File: src/rtl/alu_arbiter.sv
// Round-robin arbiter sharing one combinational ALU between two requesters.
// Each accepted request takes IDLE -> EXEC -> RESP and returns its result tagged with the owner id.
module alu_arbiter #(
   parameter int DATA_W = 32,
   parameter int OP_W   = 4
) (
   input  logic                clk_i,
   input  logic                rst_i,
   input  logic [1:0]          req_valid_i,
   output logic [1:0]          req_ready_o,
   input  logic [2*OP_W-1:0]   req_op_i,
   input  logic [2*DATA_W-1:0] req_a_i,
   input  logic [2*DATA_W-1:0] req_b_i,
   output logic                rsp_valid_o,
   input  logic                rsp_ready_i,
   output logic                rsp_id_o,
   output logic [DATA_W-1:0]   rsp_data_o,
   output logic [DATA_W-1:0]   alu_operand_a_o,
   output logic [DATA_W-1:0]   alu_operand_b_o,
   output logic [OP_W-1:0]     alu_op_o,
   input  logic [DATA_W-1:0]   alu_data_i
);

   typedef enum logic [1:0] {IDLE, EXEC, RESP} state_t;

   state_t              state, state_nxt;
   logic                ptr, grant, id, accept;
   logic [OP_W-1:0]     op;
   logic [DATA_W-1:0]   a, b;

   // A lone requester wins outright; the pointer only breaks ties.
   always_comb begin
      grant = ptr;
      if (req_valid_i == 2'b01)
         grant = 1'b0;
      else if (req_valid_i == 2'b10)
         grant = 1'b1;
   end

   always_comb begin
      state_nxt   = state;
      accept      = 1'b0;
      req_ready_o = 2'b00;
      case (state)
         IDLE: begin
            if (!rst_i && (req_valid_i != 2'b00)) begin
               accept      = 1'b1;
               req_ready_o = grant ? 2'b10 : 2'b01;
               state_nxt   = EXEC;
            end
         end
         EXEC:    state_nxt = RESP;
         RESP:    if (rsp_ready_i) state_nxt = IDLE;
         default: state_nxt = IDLE;
      endcase
   end

   always_ff @(posedge clk_i) begin
      if (rst_i) begin
         state      <= IDLE;
         ptr        <= 1'b0;
         id         <= 1'b0;
         op         <= '0;
         a          <= '0;
         b          <= '0;
         rsp_data_o <= '0;
         rsp_id_o   <= 1'b0;
      end else begin
         state <= state_nxt;
         if (accept) begin
            op <= req_op_i[OP_W*grant +: OP_W];
            a  <= req_a_i[DATA_W*grant +: DATA_W];
            b  <= req_b_i[DATA_W*grant +: DATA_W];
            id <= grant;
         end
         if (state == EXEC) begin
            rsp_data_o <= alu_data_i;
            rsp_id_o   <= id;
         end
         // Hand priority to the other requester once this result is consumed.
         if (state == RESP && rsp_ready_i)
            ptr <= ~id;
      end
   end

   assign rsp_valid_o     = (state == RESP);
   assign alu_operand_a_o = a;
   assign alu_operand_b_o = b;
   assign alu_op_o        = op;

endmodule

File: config.mk
export PLATFORM = sky130hd
export DESIGN_NAME = alu_arbiter
export DESIGN_NICKNAME = d
export VERILOG_FILES = /design/src/rtl/alu_arbiter.sv
export SDC_FILE = /design/constraint.sdc
export NUM_CORES = 1
export LEC_CHECK = 0
export CAP_MARGIN = 20
export CORE_ASPECT_RATIO = 0.5
export CORE_UTILIZATION = 35
export CTS_CLUSTER_SIZE = 25
export DETAILED_ROUTE_END_ITERATION = 10
export GPL_ROUTABILITY_DRIVEN = 1
export PLACE_DENSITY_LB_ADDON = 0.1
export SLEW_MARGIN = 25
export SYNTH_ARGS = -nofsm -noshare
export SYNTH_HDL_FRONTEND = slang
export SYNTH_SLANG_ARGS = --single-unit
File: constraint.sdc
create_clock -name clk_i -period 5.1 [get_ports clk_i]
set_input_delay 1.02 -clock clk_i [delete_from_list [all_inputs] [get_ports clk_i]]
set_output_delay 1.02 -clock clk_i [all_outputs]
set_load 0.02 [all_outputs]
==> results.py <==
# Physical implementation metrics
metrics = {
    "cells_and_area": {
        "n_antenna_cell": 0,
        "clk_share_pct": 4.028,
        "fin_nets": 961,
        "buf_share_pct": 38.10,
        "logic_area_um2": 1939,
        "combAreaFraction_pct": 26.34,
        "inverters_excl_clock": 2,
        "design_area_um2": 7362,
        "flops": 105,
        "nClkBuffers": 11,
        "syn2layout_area_growth_pct": 72.10,
        "stdcell_count": 957,
        "lay_top_cells": "275 x clkdlybuf4s50_1, 135 x nand2_1, 105 x dfxtp_1",
        "final_layout_size_suffix_gt1_share_pct": 4.545,
        "largestClassByArea": "buffers",
        "lay_top_count": "clkdlybuf4s50_1",
        "comb_cells": 388,
        "nNonClkBuffers": 282,
        "fillCellCount": 1076,
    },
    "detailed_routing": {
        "drtAntennaViolNets": 0,
        "wire_per_inst_um": 14.52,
        "highest_layer": "met4",
        "drc": 2,
        "drt_iter0_drc": 229,
        "via_per_inst": 4.869,
        "wl_met3_um": 961,
        "routed-via-count": 4660,
        "wl_um": 13900,
        "wl_met2_um": 6851,
        "met1_length_um": 5802,
        "drt_pass1_iterations": 7,
    },
    "synthesis": {
        "syn_area_um2": 4278,
        "ys_seq_share_pct": 49.14,
        "simple_gate_area_share_pct": 19.22,
        "edf_count": 0,
        "synthesis.nets": 718,
        "flop_cell": "dfxtp_1",
        "mux_share_pct": 0.2340,
        "yosys_area_um2": 4278,
        "syn_area_per_cell_um2": 7.849,
        "synth_cell_type_count": 19,
        "yosysMostFrequentCell": "nand2_1",
        "topCellsByArea": "dfxtp_1 49%, a21oi_1 12%, nand2_1 12%",
        "synthAoiAreaFrac_pct": 25.50,
        "ys_ff": 105,
        "common_cells": "135 x nand2_1, 105 x dfxtp_1, 103 x a21oi_1",
        "ys_cells": 545,
        "yosysWarnings": 0,
        "xor_share_pct": 0,
        "top_area_cell": "dfxtp_1",
        "synth_cells": 545,
        "top_area_share_pct": 49.14,
        "topCombFamilyByArea": "AND-OR/OR-AND gates",
        "adder_share_pct": 0,
    },
    "clock_tree": {
        "post_cts_resized": 0,
        "clock_path_buffers": 2,
        "ctsHoldBuffers": 0,
        "path_clk_slew_ps": 70,
        "cts_tree": "done",
        "clock_sinks": 105,
        "numCtsBuffers": 9,
        "clkLatencyLatePin_ps": 330,
        "htreeDepth": 3,
        "cts_root_buffer": "clkbuf_16",
    },
    "power_and_ir_drop": {
        "power_density_nw_per_um2": 300.6,
        "p_sw_share_pct": 28.18,
        "p_int_mw": 1.589,
        "switching_power_uw": 623.5,
        "finalPower_mw": 2.213,
        "clk-power_uw": 688,
        "clkPwrFrac_pct": 31.1,
        "comb_power_share_pct": 27.0,
        "seqPwrFrac_pct": 41.9,
        "powerComb_uw": 597,
        "leakage_nw": 2.610,
        "ir_drop_v": 0.0002010,
        "top_power_group": "sequential cells",
    },
    "worst_setup_path": {
        "cp-startpoint": "req_valid_i[0]",
        "path_cells": "clkdlybuf4s50_1, nor2_1, or4_2, nor2_1, clkdlybuf4s50_1",
        "crit_arrival_ps": 3090,
        "crit_required_ps": 4080,
        "slowest_delay_ps": 670,
        "r2r_start": "state[1]",
        "crit_type": "in -> out",
        "critPathBufInv": 2,
        "critPathMaxFanout": 9,
        "crit_path_start_kind": "input port",
        "crit_slowest_cell": "or4_2",
        "cp-endpoint": "req_ready_o[0]",
        "reg2reg_slack_ps": 2530,
        "end_kind": "output port",
        "reg2reg_to": "alu_operand_a_o[23]",
        "r2r_cells": 5,
        "cpLargestDelayFamily": "buffers and inverters",
    },
    "die": {
        "fp_util_pct": 36.02,
        "tapCellCount": 165,
        "core_area_um2": 11880,
        "fp.dieW_um": 158.4,
        "dieHeight_um": 80.18,
        "ios": 277,
        "die-area_um2": 12700,
        "core.rowCount": 28,
    },
    "placement": {
        "pre_cts_slack_ps": 974.7,
        "place.gp.congestion": 0.7440,
        "placed_cell_area_um2": 7066,
        "dp_hpwl_um": 9237,
        "dp.cells": 942,
    },
    "sta": {
        "period_used_pct": 80.59,
        "hold_viol": 0,
        "fmax_ghz": 0.2433,
        "timing.hold.ws_ps": 453.9,
        "period_minus_slack_ps": 4110,
        "finClkSkew_ps": 7.370,
        "setup_viol": 0,
        "drv_slew": 0,
        "tightestPinTransition_ps": 755.0,
        "fin_ws_ps": 989.8,
        "slew_headroom_pct": 49.67,
        "rsz0062_at_grt": "false",
        "tns_ps": 0,
    },
    "global_routing": {
        "grt-ovfl-total": 0,
        "grt_use_met2_pct": 37.06,
        "grt_pass1_vias": 4115,
        "antenna_found_initial": 0,
        "grtUsageMet3_pct": 6.584,
        "grt_max_degree": 70,
        "grt_pass1_wl_um": 20620,
        "use_met1_pct": 23.72,
        "grt_util_all_layers_pct": 20.69,
    },
    "min_path": {
        "hold_class": "reg -> reg",
        "whs_path_depth": 2,
        "min_from": "rsp_data_o[23]",
    },
    "run_status": {
        "status": "finished, violations left",
        "violations": "design-rule violations",
    },
    "flow_run": {
        "cap_violations": 0,
        "warnings": 26,
    },
}
**Register map, names as in the netlist**

Other sequential cells in the stronger gray, the rest of the logic in the fainter gray.
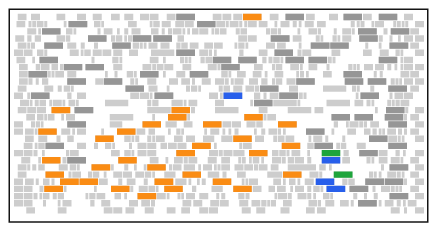
legend:
  blue:
    netlist_name: alu_op_o
    flops: 4
  orange:
    netlist_name: alu_operand_a_o
    flops: 32
  green:
    netlist_name: state
    flops: 2
not colored: 67
Layout Utilization: 61.99%
P_seq: 928 µW
sequential standard cell area: 2102 µm²
Seq area share: 28.55%

**Pin map**

Pins as bars across the die edge, other pins in gray.
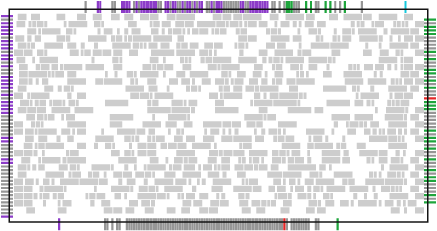
legend:
  cyan:
    port: clk_i
    pins: 1
    direction: input
    edge: top
  purple:
    port: req_b_i
    pins: 64
    direction: input
    edge: 38 top, 25 left, 1 bottom
  red:
    port: req_ready_o
    pins: 2
    direction: output
    edge: 1 right, 1 bottom
  green:
    port: alu_data_i
    pins: 32
    direction: input
    edge: 23 right, 8 top, 1 bottom
all pins by edge: 84 top, 84 bottom, 57 left, 52 right

Power is estimated from default activity; no workload was simulated.
